Track usage over the die:
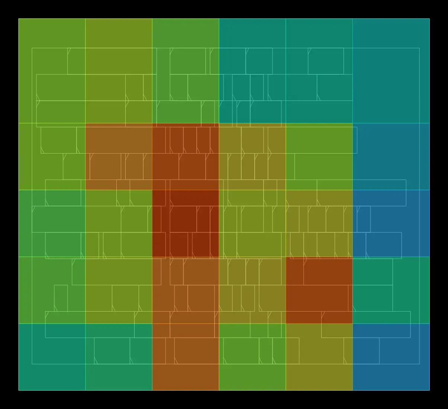
Cells coloured by class:
Scale bar: 10 um. Fill, decap, tap and diode cells in grey.
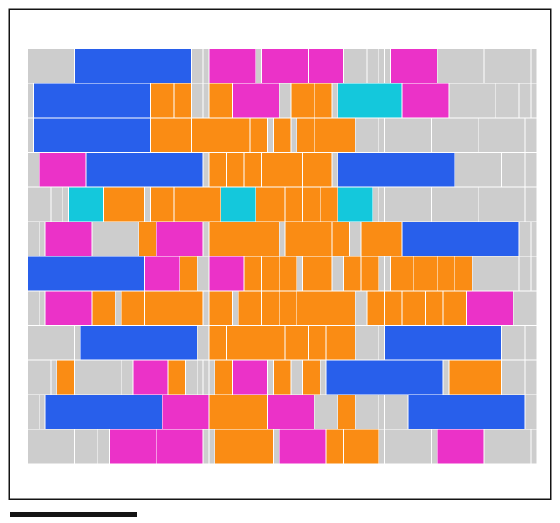
Placement density heat map:
8 x 8 tiles, from black (low) to pale yellow (high), 0 to 100% covered.
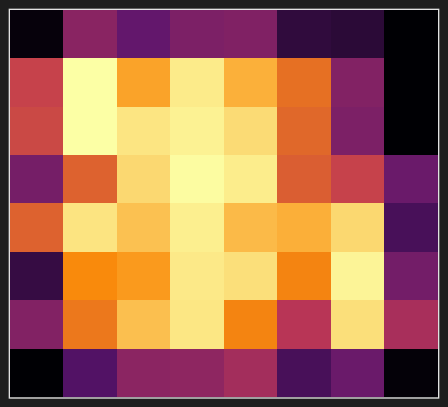
--- config.mk ---
export PLATFORM = sky130hd
export DESIGN_NAME = stream_burst_ctrl
export DESIGN_NICKNAME = d
export VERILOG_FILES = /design/src/rtl/stream_burst_ctrl.sv
export SDC_FILE = /design/constraint.sdc
export NUM_CORES = 1
export LEC_CHECK = 0
export ABC_AREA = 1
export CORE_ASPECT_RATIO = 0.9
export CORE_UTILIZATION = 47
export DETAILED_ROUTE_END_ITERATION = 8
export HOLD_SLACK_MARGIN = 0.12
export PLACE_DENSITY = 0.87
export RECOVER_POWER = 25
export SLEW_MARGIN = 20
export SYNTH_ARGS = -nofsm -noshare
export SYNTH_HDL_FRONTEND = slang
export SYNTH_SLANG_ARGS = --single-unit
--- constraint.sdc ---
create_clock -name clk -period 2 [get_ports clk]
set_clock_uncertainty 0.05 [all_clocks]
set_input_delay 0.3 -clock clk [delete_from_list [all_inputs] [get_ports clk]]
set_output_delay 0.3 -clock clk [all_outputs]
set_load 0.01 [all_outputs]
--- src/rtl/stream_burst_ctrl.sv ---
`default_nettype none
// ============================================================================
// Module   : stream_burst_ctrl
// Desc     : Trigger-queued burst sequencer feeding an AXI-Stream master port.
// Revision : 1.0
// ============================================================================

module stream_burst_ctrl #(
  parameter  int BEATS  = 32,
  parameter  int SETTLE = 1,
  parameter  int PEND_W = 2,
  localparam int IDX_W  = $clog2(BEATS)
) (
  input  logic              clk,
  input  logic              rst_n,
  input  logic              trig_i,
  input  logic              flush_i,
  input  logic              dst_ready_i,
  output logic              dst_valid_o,
  output logic              dst_last_o,
  output logic              stream_v_o,
  output logic [IDX_W-1:0]  stream_i_o,
  output logic              busy_o,
  output logic [PEND_W-1:0] pend_o,
  output logic              overflow_o
);

  localparam int               CNT_W    = (SETTLE > 1) ? $clog2(SETTLE) : 1;
  localparam logic [CNT_W-1:0] CNT_INIT = CNT_W'((SETTLE > 0) ? SETTLE - 1 : 0);
  localparam logic [IDX_W-1:0] IDX_LAST = IDX_W'(BEATS - 1);

  typedef enum logic [1:0] {
    S_IDLE = 2'd0,
    S_WAIT = 2'd1,
    S_RUN  = 2'd2
  } state_t;

  state_t            state_q, state_d;
  logic [CNT_W-1:0]  cnt_q,   cnt_d;
  logic [IDX_W-1:0]  idx_q,   idx_d;
  logic [PEND_W-1:0] pend_q,  pend_d;
  logic              valid_q, valid_d;
  logic              last_q,  last_d;
  logic              ovf_q,   ovf_d;

  logic              beat_w;
  logic              done_w;

  assign beat_w = (state_q == S_RUN) && dst_ready_i;
  assign done_w = beat_w && (idx_q == IDX_LAST);

  always_comb begin
    state_d = state_q;
    cnt_d   = cnt_q;
    idx_d   = idx_q;
    pend_d  = pend_q;
    valid_d = valid_q;
    last_d  = last_q;
    ovf_d   = 1'b0;

    // A trigger coinciding with burst completion is a net no-op on the queue.
    if (trig_i && !done_w) begin
      if (&pend_q) begin
        ovf_d = 1'b1;
      end else begin
        pend_d = pend_q + 1'b1;
      end
    end else if (!trig_i && done_w && (pend_q != '0)) begin
      pend_d = pend_q - 1'b1;
    end

    case (state_q)
      S_IDLE: begin
        if (pend_q != '0) begin
          if (SETTLE > 0) begin
            state_d = S_WAIT;
            cnt_d   = CNT_INIT;
          end else if (dst_ready_i) begin
            state_d = S_RUN;
          end
        end
      end
      S_WAIT: begin
        if (cnt_q != '0) begin
          cnt_d = cnt_q - 1'b1;
        end else if (dst_ready_i) begin
          state_d = S_RUN;
        end
      end
      S_RUN: begin
        if (beat_w) begin
          if (done_w) begin
            idx_d = '0;
            if (pend_d == '0) begin
              state_d = S_IDLE;
            end
          end else begin
            idx_d = idx_q + 1'b1;
          end
        end
      end
      default: state_d = S_IDLE;
    endcase

    // Valid/last must stay stable while the sink stalls.
    if (dst_ready_i) begin
      valid_d = beat_w;
      last_d  = done_w;
    end

    if (flush_i) begin
      state_d = S_IDLE;
      cnt_d   = '0;
      idx_d   = '0;
      pend_d  = '0;
      valid_d = 1'b0;
      last_d  = 1'b0;
      ovf_d   = 1'b0;
    end
  end

  always_ff @(posedge clk or negedge rst_n) begin
    if (!rst_n) begin
      state_q <= S_IDLE;
      cnt_q   <= '0;
      idx_q   <= '0;
      pend_q  <= '0;
      valid_q <= 1'b0;
      last_q  <= 1'b0;
      ovf_q   <= 1'b0;
    end else begin
      state_q <= state_d;
      cnt_q   <= cnt_d;
      idx_q   <= idx_d;
      pend_q  <= pend_d;
      valid_q <= valid_d;
      last_q  <= last_d;
      ovf_q   <= ovf_d;
    end
  end

  assign stream_v_o  = beat_w;
  assign stream_i_o  = idx_q;
  assign dst_valid_o = valid_q;
  assign dst_last_o  = last_q;
  assign overflow_o  = ovf_q;
  assign pend_o      = pend_q;
  assign busy_o      = (state_q != S_IDLE) || (pend_q != '0);

endmodule

`default_nettype wire
==> impl_metrics.env <==
# yosys + openroad results
export IMPL_synth_nets=91
export IMPL_yosysChipArea_um2=692
export IMPL_io_buffers=16
export IMPL_status="complete, no violations"
export IMPL_num_rows=12
export IMPL_finalHoldViolCount=0
export IMPL_start_kind="input pin"
export IMPL_ant_nets=0
export IMPL_postCtsSetupBuffers=0
export IMPL_cts_clk_slew_worst_paths_ns=0.07
export IMPL_max_freq_mhz=526
export IMPL_cts_hold_buf=0
export IMPL_r2r_start="stream_i_o[1]"
export IMPL_core_um2=1310
export IMPL_antenna_found_initial=0
export IMPL_design_area_um2=946
export IMPL_placed_cells=111
export IMPL_viasPerCell=5.39
export IMPL_antenna_cells=0
export IMPL_post_cts_resize_count=0
export IMPL_die_area_um2=1630
export IMPL_crit_arrival_ns=1.55
export IMPL_drt_pass1_iterations=4
export IMPL_place_hpwl_mm=1.14
export IMPL_syn_avg_cell_area_um2=8.65
export IMPL_cp_max_fo=4
export IMPL_placed_cell_area_um2=877
export IMPL_cts_buffers=3
export IMPL_drtIter0Drc=33
export IMPL_finalClockPeriodUsage_pct=95.1
export IMPL_cts_sinks=12
export IMPL_hold_class="in -> async"
export IMPL_cts_buffer_depth=2
export IMPL_cts_root_buf="clkbuf_4"
export IMPL_insertion_delay_ns=0.27
export IMPL_grt_pass1_vias=546
export IMPL_grt_start_max_net_pins=13
export IMPL_slew_headroom_pct=64.2
export IMPL_required_ns=1.65
export IMPL_cts_tree="built"
export IMPL_yosysSeqAreaShare_pct=43.4
export IMPL_floorplan_core_util_pct=53.0
export IMPL_drive_gt1_share_pct=19.0
export IMPL_period_needed_ns=1.90
export IMPL_tool_warnings=29
export IMPL_fp_dieH_um=38.4
export IMPL_drt_total_wl_mm=1.53
export IMPL_grt_overflow=0
export IMPL_rsz0062_at_grt="false"
export IMPL_drc_errors=0
export IMPL_ys_types=23
export IMPL_final_cells=119
export IMPL_setup_worst_path_class="in -> out"
export IMPL_totalNegativeSetupSlack_ns=0
export IMPL_routed_via_count=641
export IMPL_p_leak_nw=0.459
export IMPL_die_w_um=42.4
export IMPL_maxCapViolCount=0
export IMPL_ys_warn_count=0
export IMPL_final_nets=117
export IMPL_crit_start="dst_ready_i"
export IMPL_grtUsageTotal_pct=19.8
export IMPL_grt_pass1_wl_mm=2.31
export IMPL_yosys_cells=80
export IMPL_maxSlewViolCount=0
export IMPL_area_growth_pct=36.7
export IMPL_io_pins=17
export IMPL_tightest_slew_ns=0.534
export IMPL_cp_end_kind="primary output"
export IMPL_setup_viol=0
export IMPL_postSynthCellCount=80
export IMPL_synth_cell_area_um2=692
export IMPL_ir_worst_vdd_v=0.000480
export IMPL_gp_congestion=0.826
export IMPL_power_density_nw_per_um2=634
export IMPL_htreeDepth=1
export IMPL_ys_ff=12
Back to the opening pictures, 'track usage over the die':
Wirelength per Cell: 12.9 um
M1 GR Usage: 25.7%
Util after Layout: 72.4%

Back to the opening pictures, 'cells coloured by class':
- blue: registers (cells 12; share of their area 32%)
- magenta: remaining buffers and delay cells (cells 21; share of their area 21%)
- orange: remaining logic cells (cells 68; share of their area 42%)
- cyan: clock drivers and dummy loads (cells 4; share of their area 3.9%)

Back to the opening pictures, 'placement density heat map':
- mean over tiles: 57%
- fullest tile: 100%
- tiles over 75% full: 38%
- densest ninth of the die: centre
- emptiest ninth of the die: upper right

per-stage QoR:
step | setup slack, ns | hold WS (ns) | power (mW)
2_1_floorplan | 0.349 | -0.0456 | 0.350
3_3_place_gp | 0.126 | 0.456 | 0.402
3_5_place_dp | 0.115 | 0.460 | 0.407
4_1_cts | 0.0177 | 0.343 | 0.593
5_1_grt | 0.0258 | 0.441 | 0.632
6_report | 0.0985 | 0.397 | 0.600
flip-flops by register name, summed over array words and instances (netlist names):
| name | count |
|---|---|
| state_q | 2 |
| stream_i_o | 5 |
| pend_o | 2 |
| dst_last_o | 1 |
| overflow_o | 1 |
| dst_valid_o | 1 |
cells by family (layout without fill, tap and decap cells):
| logic type | after synthesis | in the layout | share of synthesized area, % |
|---|---|---|---|
| AND-OR/OR-AND | 11 | 11 | 10.9 |
| XOR/XNOR | 2 | 2 | 2.53 |
| adder cells (fa/ha/maj) | 6 | 6 | 10.8 |
| buffers and inverters | 13 | 38 | 7.05 |
| flip-flops | 12 | 12 | 43.4 |
| AND/OR/NAND/NOR | 36 | 36 | 25.3 |
critical path, stage by stage:
cell,delay [ns]
clkdlybuf4s50_1,0.52
nand3_2,0.12
inv_1,0.08
clkdlybuf4s50_1,0.53
path summary, 6_finish.rpt:
| kind | to | depth (start not counted) | slack (ns) |
|---|---|---|---|
| max in group asynchronous | stream_i_o[4] | 1 | 1.15 |
| min reg2reg | dst_last_o | 2 | 0.48 |
| max reg2reg | state_q[1] | 12 | 0.24 |
| min in group clk | dst_last_o | 2 | 0.48 |
| min | stream_i_o[2] | 1 | 0.40 |
| max | stream_v_o | 4 | 0.1 |
cell usage in the layout (no fill, tap or decap), types with 3 or more instances in the layout:
cell type	synthesis	layout
dfrtp_1	12	12
inv_1	10	10
inv_2	3	3
nor2_1	8	8
ha_1	6	5
clkbuf_4	0	3
nand2_1	14	14
o21ai_0	4	4
nand3_1	8	8
buf_4	0	5
clkdlybuf4s50_1	0	15
per-layer routing:
layer | up-vias | global-route usage (%) | share of wire, %
li1 | 315 | - | -
met1 | 295 | 25.7 | 44
met2 | 31 | 31.9 | 47
met3 | 0 | 7.55 | 8.8
met4 | 0 | 3.91 | 0
met5 | - | 0 | 0
cell usage after synthesis (all sizes together):
library cell  number  area [um^2]
a21oi              2         13.8
a22o               1         8.76
a31o               1         8.76
a32o               1         10.0
dfrtp             12          300
ha                 6         75.1
inv               13         48.8
nand2             15         58.8
nand3              9         50.1
nand4              2         18.8
nor2              10         47.6
o211ai             1         7.51
o21ai              4         20.0
o22ai              1         6.26
xnor2              1         8.76
xor2               1         8.76
where the power goes:
| group | total (mW) | leakage [nW] | internal (mW) | switching (mW) |
|---|---|---|---|---|
| Clock | 0.186 | 0.0210 | 0.111 | 0.0759 |
| Combinational | 0.140 | 0.274 | 0.0639 | 0.0764 |
| Sequential | 0.273 | 0.164 | 0.256 | 0.0176 |
| Total | 0.600 | 0.459 | 0.430 | 0.170 |
final cells by class:
cell class | instances | area, um^2
inverter | 13 | 48.8
clock buffer | 4 | 36.3
multi-input combinational | 55 | 345
tap | 14 | 17.5
timing repair buffer | 21 | 198
fill | 93 | 360
sequential | 12 | 300
Power is estimated from default activity; no workload was simulated.
